File: config.mk
export PLATFORM = sky130hd
export DESIGN_NAME = h14tx_island_scheduler
export DESIGN_NICKNAME = d
export VERILOG_FILES = /design/src/rtl/h14tx_pkg.sv /design/src/rtl/h14tx_src_arbiter.sv /design/src/rtl/h14tx_island_scheduler.sv
export SDC_FILE = /design/constraint.sdc
export NUM_CORES = 1
export LEC_CHECK = 0
export CAP_MARGIN = 15
export CORE_AREA = 2 2 486 488
export DETAILED_ROUTE_END_ITERATION = 7
export DIE_AREA = 0 0 488 490
export GPL_TIMING_DRIVEN = 0
export PLACE_DENSITY = 0.3
export RECOVER_POWER = 50
export REMOVE_ABC_BUFFERS = 1
export SYNTH_ARGS = -nofsm -noshare
export SYNTH_HDL_FRONTEND = slang
export SYNTH_SLANG_ARGS = --single-unit
File: constraint.sdc
create_clock -name clk -period 2.3 [get_ports clk]
set_input_delay 0.69 -clock clk [delete_from_list [all_inputs] [get_ports clk]]
set_output_delay 0.69 -clock clk [all_outputs]
set_load 0.01 [all_outputs]
File: src/rtl/h14tx_pkg.sv
// Shared HDMI 1.4 TX types: packet container, TMDS period code and
// data-island scheduler state encoding.
package h14tx_pkg;

  // 3 header bytes plus 4 subpackets of 7 bytes each
  typedef struct packed {
    logic [23:0]  hb;
    logic [223:0] pb;
  } packet_t;

  localparam packet_t PKT_NULL = '{hb: '0, pb: '0};

  // Period code consumed by the TMDS encoder mux
  typedef enum logic [1:0] {
    PER_CTL     = 2'd0,
    PER_DI_PRE  = 2'd1,
    PER_DI_GB   = 2'd2,
    PER_DI_DATA = 2'd3
  } period_t;

  typedef enum logic [2:0] {
    ST_IDLE = 3'd0,
    ST_PRE  = 3'd1,
    ST_LGB  = 3'd2,
    ST_DATA = 3'd3,
    ST_TGB  = 3'd4
  } sched_state_t;

  localparam int PRE_LEN  = 8;
  localparam int GB_LEN   = 2;
  localparam int SLOT_LEN = 32;

endpackage

File: src/rtl/h14tx_src_arbiter.sv
// Packet source arbiter: picks one pending requester, searching upward
// from ptr with wrap-around. Holding ptr at zero gives fixed priority.
module h14tx_src_arbiter #(
  parameter int NUM_SRC = 4,
  parameter int IDX_W   = 2
) (
  input  logic [NUM_SRC-1:0] req,
  input  logic [IDX_W-1:0]   ptr,
  output logic [NUM_SRC-1:0] grant,
  output logic               valid
);

  // First requester at or after ptr wins
  always_comb begin
    int idx;
    idx   = 0;
    grant = '0;
    valid = 1'b0;
    for (int k = 0; k < NUM_SRC; k++) begin
      idx = (int'(ptr) + k) % NUM_SRC;
      if (!valid && req[idx]) begin
        grant[idx] = 1'b1;
        valid      = 1'b1;
      end
    end
  end

endmodule

File: src/rtl/h14tx_island_scheduler.sv
// HDMI 1.4 TX data-island scheduler. Turns an eligible blanking interval
// into preamble, leading guard band, n 32-clock packet slots and a
// trailing guard band, pulling one packet per slot from the sources.
// Optional feature: define H14TX_SCHED_RR_EN for round-robin arbitration
// (default build uses fixed priority, lowest index wins).
module h14tx_island_scheduler
  import h14tx_pkg::*;
#(
  parameter int NUM_SRC     = 4,
  parameter int MAX_PKTS    = 18,
  parameter int DI_OVERHEAD = 24
) (
  input  logic                clk,
  input  logic                rst_n,
  input  logic                blank_start,
  input  logic [11:0]         blank_len,
  input  logic [NUM_SRC-1:0]  req,
  input  packet_t             pkt_in [NUM_SRC],
  output logic [NUM_SRC-1:0]  ack,
  output packet_t             packet,
  output logic                asm_active,
  output period_t             period
);

  localparam int IDX_W = (NUM_SRC > 1) ? $clog2(NUM_SRC) : 1;

  sched_state_t       state;
  sched_state_t       state_nxt;
  logic [2:0]         phase;
  logic [4:0]         slot;
  logic [4:0]         pkt_cnt;
  logic [4:0]         n_lat;
  logic [4:0]         pop_cnt;
  logic [11:0]        fit;
  logic [4:0]         n_calc;
  logic               accept;
  logic               slot_start;
  logic [NUM_SRC-1:0] grant;
  logic               grant_vld;
  logic [IDX_W-1:0]   win;
  logic [IDX_W-1:0]   rr_ptr;

  // Number of pending sources
  always_comb begin
    pop_cnt = '0;
    for (int i = 0; i < NUM_SRC; i++) begin
      pop_cnt = pop_cnt + 5'(req[i]);
    end
  end

  // Island length: min(pending, packets that fit, MAX_PKTS)
  always_comb begin
    fit = 12'd0;
    if (blank_len >= 12'(DI_OVERHEAD + SLOT_LEN)) begin
      fit = (blank_len - 12'(DI_OVERHEAD)) >> 5;
    end
    n_calc = pop_cnt;
    if ({7'd0, pop_cnt} > fit) begin
      n_calc = fit[4:0];
    end
    if (n_calc > 5'(MAX_PKTS)) begin
      n_calc = 5'(MAX_PKTS);
    end
  end

  assign accept = (state == ST_IDLE) && blank_start && (n_calc != 5'd0);

  h14tx_src_arbiter #(
    .NUM_SRC (NUM_SRC),
    .IDX_W   (IDX_W)
  ) u_arb (
    .req   (req),
    .ptr   (rr_ptr),
    .grant (grant),
    .valid (grant_vld)
  );

  // One-hot grant to source index
  always_comb begin
    win = '0;
    for (int i = 0; i < NUM_SRC; i++) begin
      if (grant[i]) win = IDX_W'(i);
    end
  end

`ifdef H14TX_SCHED_RR_EN
  // Round-robin pointer: next search starts just past the last winner
  always_ff @(posedge clk or negedge rst_n) begin
    if (!rst_n) begin
      rr_ptr <= '0;
    end else if (slot_start && grant_vld) begin
      rr_ptr <= (win == IDX_W'(NUM_SRC - 1)) ? '0 : win + 1'b1;
    end
  end
`else
  assign rr_ptr = '0;
`endif

  // FSM state register
  always_ff @(posedge clk or negedge rst_n) begin
    if (!rst_n) state <= ST_IDLE;
    else        state <= state_nxt;
  end

  // FSM next-state logic
  always_comb begin
    state_nxt = state;
    case (state)
      ST_IDLE: if (accept)                          state_nxt = ST_PRE;
      ST_PRE:  if (phase == 3'(PRE_LEN - 1))        state_nxt = ST_LGB;
      ST_LGB:  if (phase == 3'(GB_LEN - 1))         state_nxt = ST_DATA;
      ST_DATA: if (slot == 5'(SLOT_LEN - 1) && pkt_cnt == n_lat)
                                                    state_nxt = ST_TGB;
      ST_TGB:  if (phase == 3'(GB_LEN - 1))         state_nxt = ST_IDLE;
      default:                                      state_nxt = ST_IDLE;
    endcase
  end

  // FSM outputs: period code, assembler enable and slot-start strobe
  always_comb begin
    period     = PER_CTL;
    asm_active = 1'b0;
    slot_start = 1'b0;
    case (state)
      ST_PRE: period = PER_DI_PRE;
      ST_LGB: begin
        period     = PER_DI_GB;
        slot_start = (phase == 3'(GB_LEN - 1));
      end
      ST_DATA: begin
        period     = PER_DI_DATA;
        asm_active = 1'b1;
        slot_start = (slot == 5'(SLOT_LEN - 1)) && (pkt_cnt != n_lat);
      end
      ST_TGB: period = PER_DI_GB;
      default: ;
    endcase
  end

  // Phase, slot and packet counters; island length latched on accept
  always_ff @(posedge clk or negedge rst_n) begin
    if (!rst_n) begin
      phase   <= '0;
      slot    <= '0;
      pkt_cnt <= '0;
      n_lat   <= '0;
    end else begin
      if (accept) n_lat <= n_calc;
      if (state != state_nxt) begin
        phase <= '0;
      end else if (state == ST_PRE || state == ST_LGB || state == ST_TGB) begin
        phase <= phase + 3'd1;
      end
      if (state == ST_DATA) slot <= slot + 5'd1;
      else                  slot <= '0;
      if (accept)          pkt_cnt <= '0;
      else if (slot_start) pkt_cnt <= pkt_cnt + 5'd1;
    end
  end

  // Latch the winning packet and pulse its ack at each slot start
  always_ff @(posedge clk or negedge rst_n) begin
    if (!rst_n) begin
      ack    <= '0;
      packet <= PKT_NULL;
    end else begin
      ack <= '0;
      if (slot_start) begin
        ack    <= grant;
        packet <= grant_vld ? pkt_in[win] : PKT_NULL;
      end
    end
  end

endmodule

==> impl_metrics.py, run 1 <==
# Flow results
metrics = {
    "timing": {
        "drv_slew": 49,
        "finalHoldViolCount": 0,
        "fin_ws_ns": -0.4225,
        "setup_viol": 381,
        "fin_crit_ns": 2.723,
    },
    "floorplan": {
        "initCoreUtil_pct": 6.784,
        "core_area_sq_mm": 0.2341,
    },
    "run_status": {
        "outcome": "finished with violations",
        "violations": "capacitance limit, slew limit, setup timing",
    },
    "route": {
        "via_per_inst": 3.631,
        "wl_per_cell_um": 31.89,
        "antenna_left": 0,
        "route.met3.wl_mm": 22.33,
    },
    "clock_tree": {
        "postCtsResizedCells": 225,
        "cts_inserted_buffers": 44,
    },
    "run": {
        "drv_cap": 1,
    },
    "setup_path": {
        "critPathBufInv": 1,
        "crit_path_start": "req[0]",
        "worstPathCellList": "buf_8 -> fa_1 -> ha_2 -> ha_4 -> ha_4 -> nor2b_4 -> o21a_1 -> o2111a_2 -> mux2i_4 -> mux2_4",
        "worstPathMaxFanout": 7,
        "worst_ep_required_time_ns": 2.83,
    },
    "global_route": {
        "busiest_layer": "met2",
        "grt_pass1_wl_mm": 241.3,
    },
    "power": {
        "sw_frac_of_total_pct": 36.63,
        "power.group.top": "combinational cells",
        "combPwrFrac_pct": 50.0,
        "powerComb_mw": 16.0,
    },
    "logic_synthesis": {
        "post_synth_ao_oa_area_fraction_pct": 46.56,
        "syn_area_sq_mm": 0.01588,
        "muxShareOfSynthArea_pct": 0.8194,
        "largest_area_cell": "dfrtp_1",
        "edf_count": 0,
        "synth_top_area_share_pct": 43.02,
    },
    "worst_hold_path": {
        "hold_end": "ack[0]$_DFF_PN0_",
        "min-delay-start": "req[0]",
    },
    "place": {
        "post-place-cells": 5881,
    },
}
## run 1: flip-flops by register name, summed over array words and instances, names as in the netlist
signal and flops:
ack 4, n_lat 5, packet 248, phase 3, pkt_cnt 5, slot 5, state 3
## run 1: Yosys cell counts (7+ instances only)
library cell / n
a21oi_1: 12
clkbuf_1: 178
nor2_1: 13
buf_2: 30
nand2_1: 13
dfrtp_1: 273
o21ai_0: 7
a22o_1: 248
inv_1: 10
ha_1: 13
a22oi_1: 249
buf_1: 11
o22ai_1: 498
xor2_1: 8
## run 1: layout make-up
type                       count  share of cell area, %
inverter                      11                 0.1326
clock buffer                  65                  3.367
clock inverter                13                 0.3978
multi-input combinational   1126                  22.52
sequential                   273                  17.68
antenna                       36                 0.2329
tap                         3150                  10.19
timing repair buffer        1502                  45.48
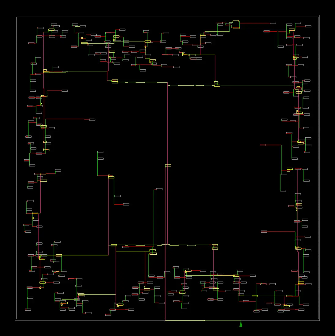
Figure 1: run 1, the clock network.
Worst-Skew Late Latency: 0.65 ns
Layout Skew: 0.03185 ns
CLK BUF: 65
Clk. pwr: 7.25 mW
CTS sink cnt: 273

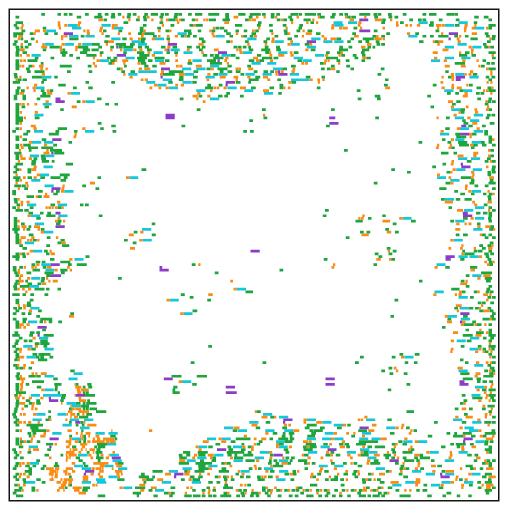
Figure 2: run 1, placed cells, one colour a class.
(1 px per um)
| colour | class | cells |
|---|---|---|
| cyan | flops | 273 |
| purple | clock drivers and dummy loads | 78 |
| green | other buffers and delay cells | 1502 |
| orange | combinational and other logic | 1137 |
Finished Core Util: 16.53%
post-route cell area: 0.03868 sq mm

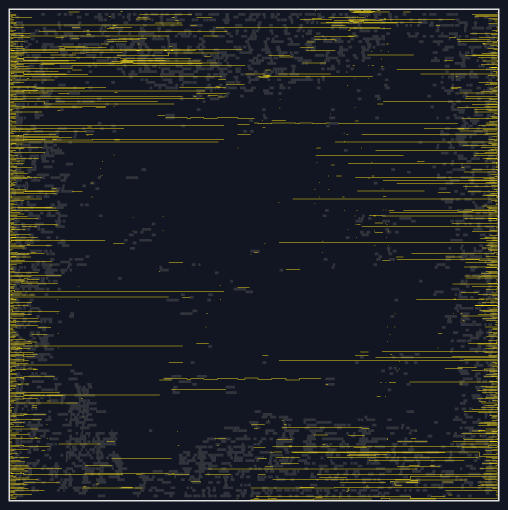
Figure 3: run 1, signal wires on met3.
(1 px per um)
main direction: horizontal
wire length on this layer: 22.3 mm
via count: 22.43k
final wirelength: 197.0 mm

==> inputs of run 2 (changes only) <==
--- a/config.mk
+++ b/config.mk
@@ -5,7 +5,6 @@
 export SDC_FILE = /design/constraint.sdc
 export NUM_CORES = 1
 export LEC_CHECK = 0
-export CAP_MARGIN = 15
 export CORE_AREA = 2 2 486 488
 export DETAILED_ROUTE_END_ITERATION = 7
 export DIE_AREA = 0 0 488 490
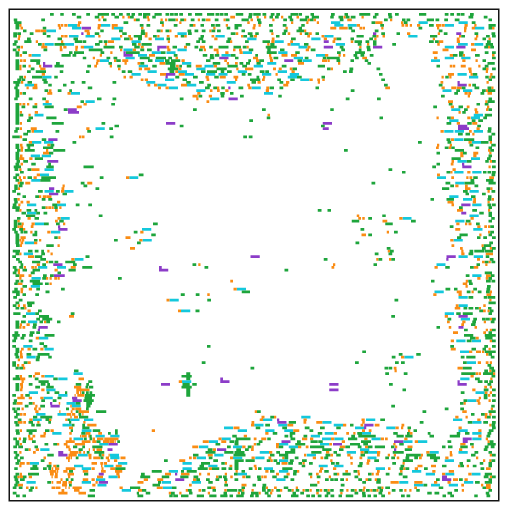
Figure 4: run 2, placed cells, one colour a class.
(1 px per um)
| colour | class | cells |
|---|---|---|
| green | other buffers and delay cells | 1487 |
| cyan | flops | 273 |
| purple | clock drivers and dummy loads | 82 |
| orange | combinational and other logic | 1137 |
post-route cell area: 0.03826 sq mm
# rows: 178
core area: 0.2341 sq mm
Finished Core Util: 16.35%
Seq area share: 17.88%

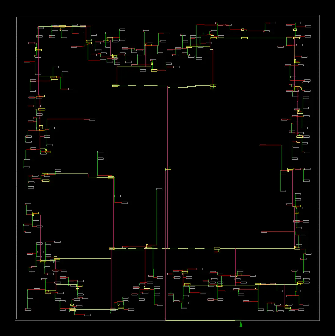
Figure 5: run 2, the clock network.
CLK BUF: 62
Worst-Skew Late Latency: 0.67 ns
Seq cells: 273

==> impl_metrics.py, run 2 <==
# Flow results
metrics = {
    "worst_hold_path": {
        "min-delay-start": "req[0]",
    },
    "run_status": {
        "outcome": "finished with violations",
        "violations": "capacitance limit, slew limit, setup timing",
    },
    "timing": {
        "drv_slew": 49,
        "setup_viol": 386,
        "skew_ns": 0.05984,
        "fin_ws_ns": -0.4453,
        "finalHoldViolCount": 0,
    },
    "clock_tree": {
        "clock-sinks": 273,
    },
    "layout": {
        "largest_cell_class": "buffers",
        "buffers": 1487,
        "top_register": "packet",
        "multi_input_comb_cells": 1126,
        "n_antenna_cell": 31,
        "inverters_excl_clock": 11,
    },
    "power": {
        "p_clk_mw": 7.63,
        "power.group.top": "combinational cells",
        "powerComb_mw": 15.8,
        "combPwrFrac_pct": 49.1,
        "sw_frac_of_total_pct": 36.82,
    },
    "route": {
        "antenna_left": 0,
        "wirelength_mm": 196.0,
        "via_per_inst": 3.608,
    },
    "logic_synthesis": {
        "synth_top_area_share_pct": 43.02,
        "edf_count": 0,
        "post_synth_ao_oa_area_fraction_pct": 46.56,
        "muxShareOfSynthArea_pct": 0.8194,
        "yosysMostFrequentCell": "o22ai_1",
        "largest_area_cell": "dfrtp_1",
    },
    "run": {
        "drv_cap": 1,
    },
    "floorplan": {
        "tap_cells": 3150,
    },
    "setup_path": {
        "worst_ep_required_time_ns": 2.85,
        "worstPathCellList": "inv_2 -> ha_4 -> or3b_4 -> a21o_4 -> a21o_4 -> a31oi_4 -> buf_6 -> buf_12 -> buf_16 -> buf_16 -> buf_16 -> buf_12 -> buf_16 -> a22o_1",
        "worstPathMaxFanout": 7,
    },
}
## run 2: timing repair
| item | CTS | global route |
|---|---|---|
| pin swaps | 19 | 35 |
| hold endpoints to repair | 48 | 0 |
| hold buffers | 1 | 0 |
| endpoints found under the setup margin | 496 | 494 |
| cloned | 35 | 20 |
| buffers inserted | 73 | 49 |
| resized | 183 | 334 |
## run 2: logic make-up after synthesis
family | Yosys count
compound gates | 1030
flops | 273
buf+inv | 235
simple gates | 57
fa+ha+maj | 15
mux | 12
xor+xnor | 11
## run 2: layer usage
metal | routed length (um) | GRT usage (%) | part of all wire, % | up-vias
li1 | - | - | - | 9600
met1 | 78290 | 17.85 | 40 | 10984
met2 | 92620 | 25.70 | 47 | 1244
met3 | 19920 | 6.258 | 10 | 311
met4 | 4636 | 3.146 | 2.4 | 84
met5 | 544 | 0 | 0.28 | -
Power is estimated from default activity; no workload was simulated.
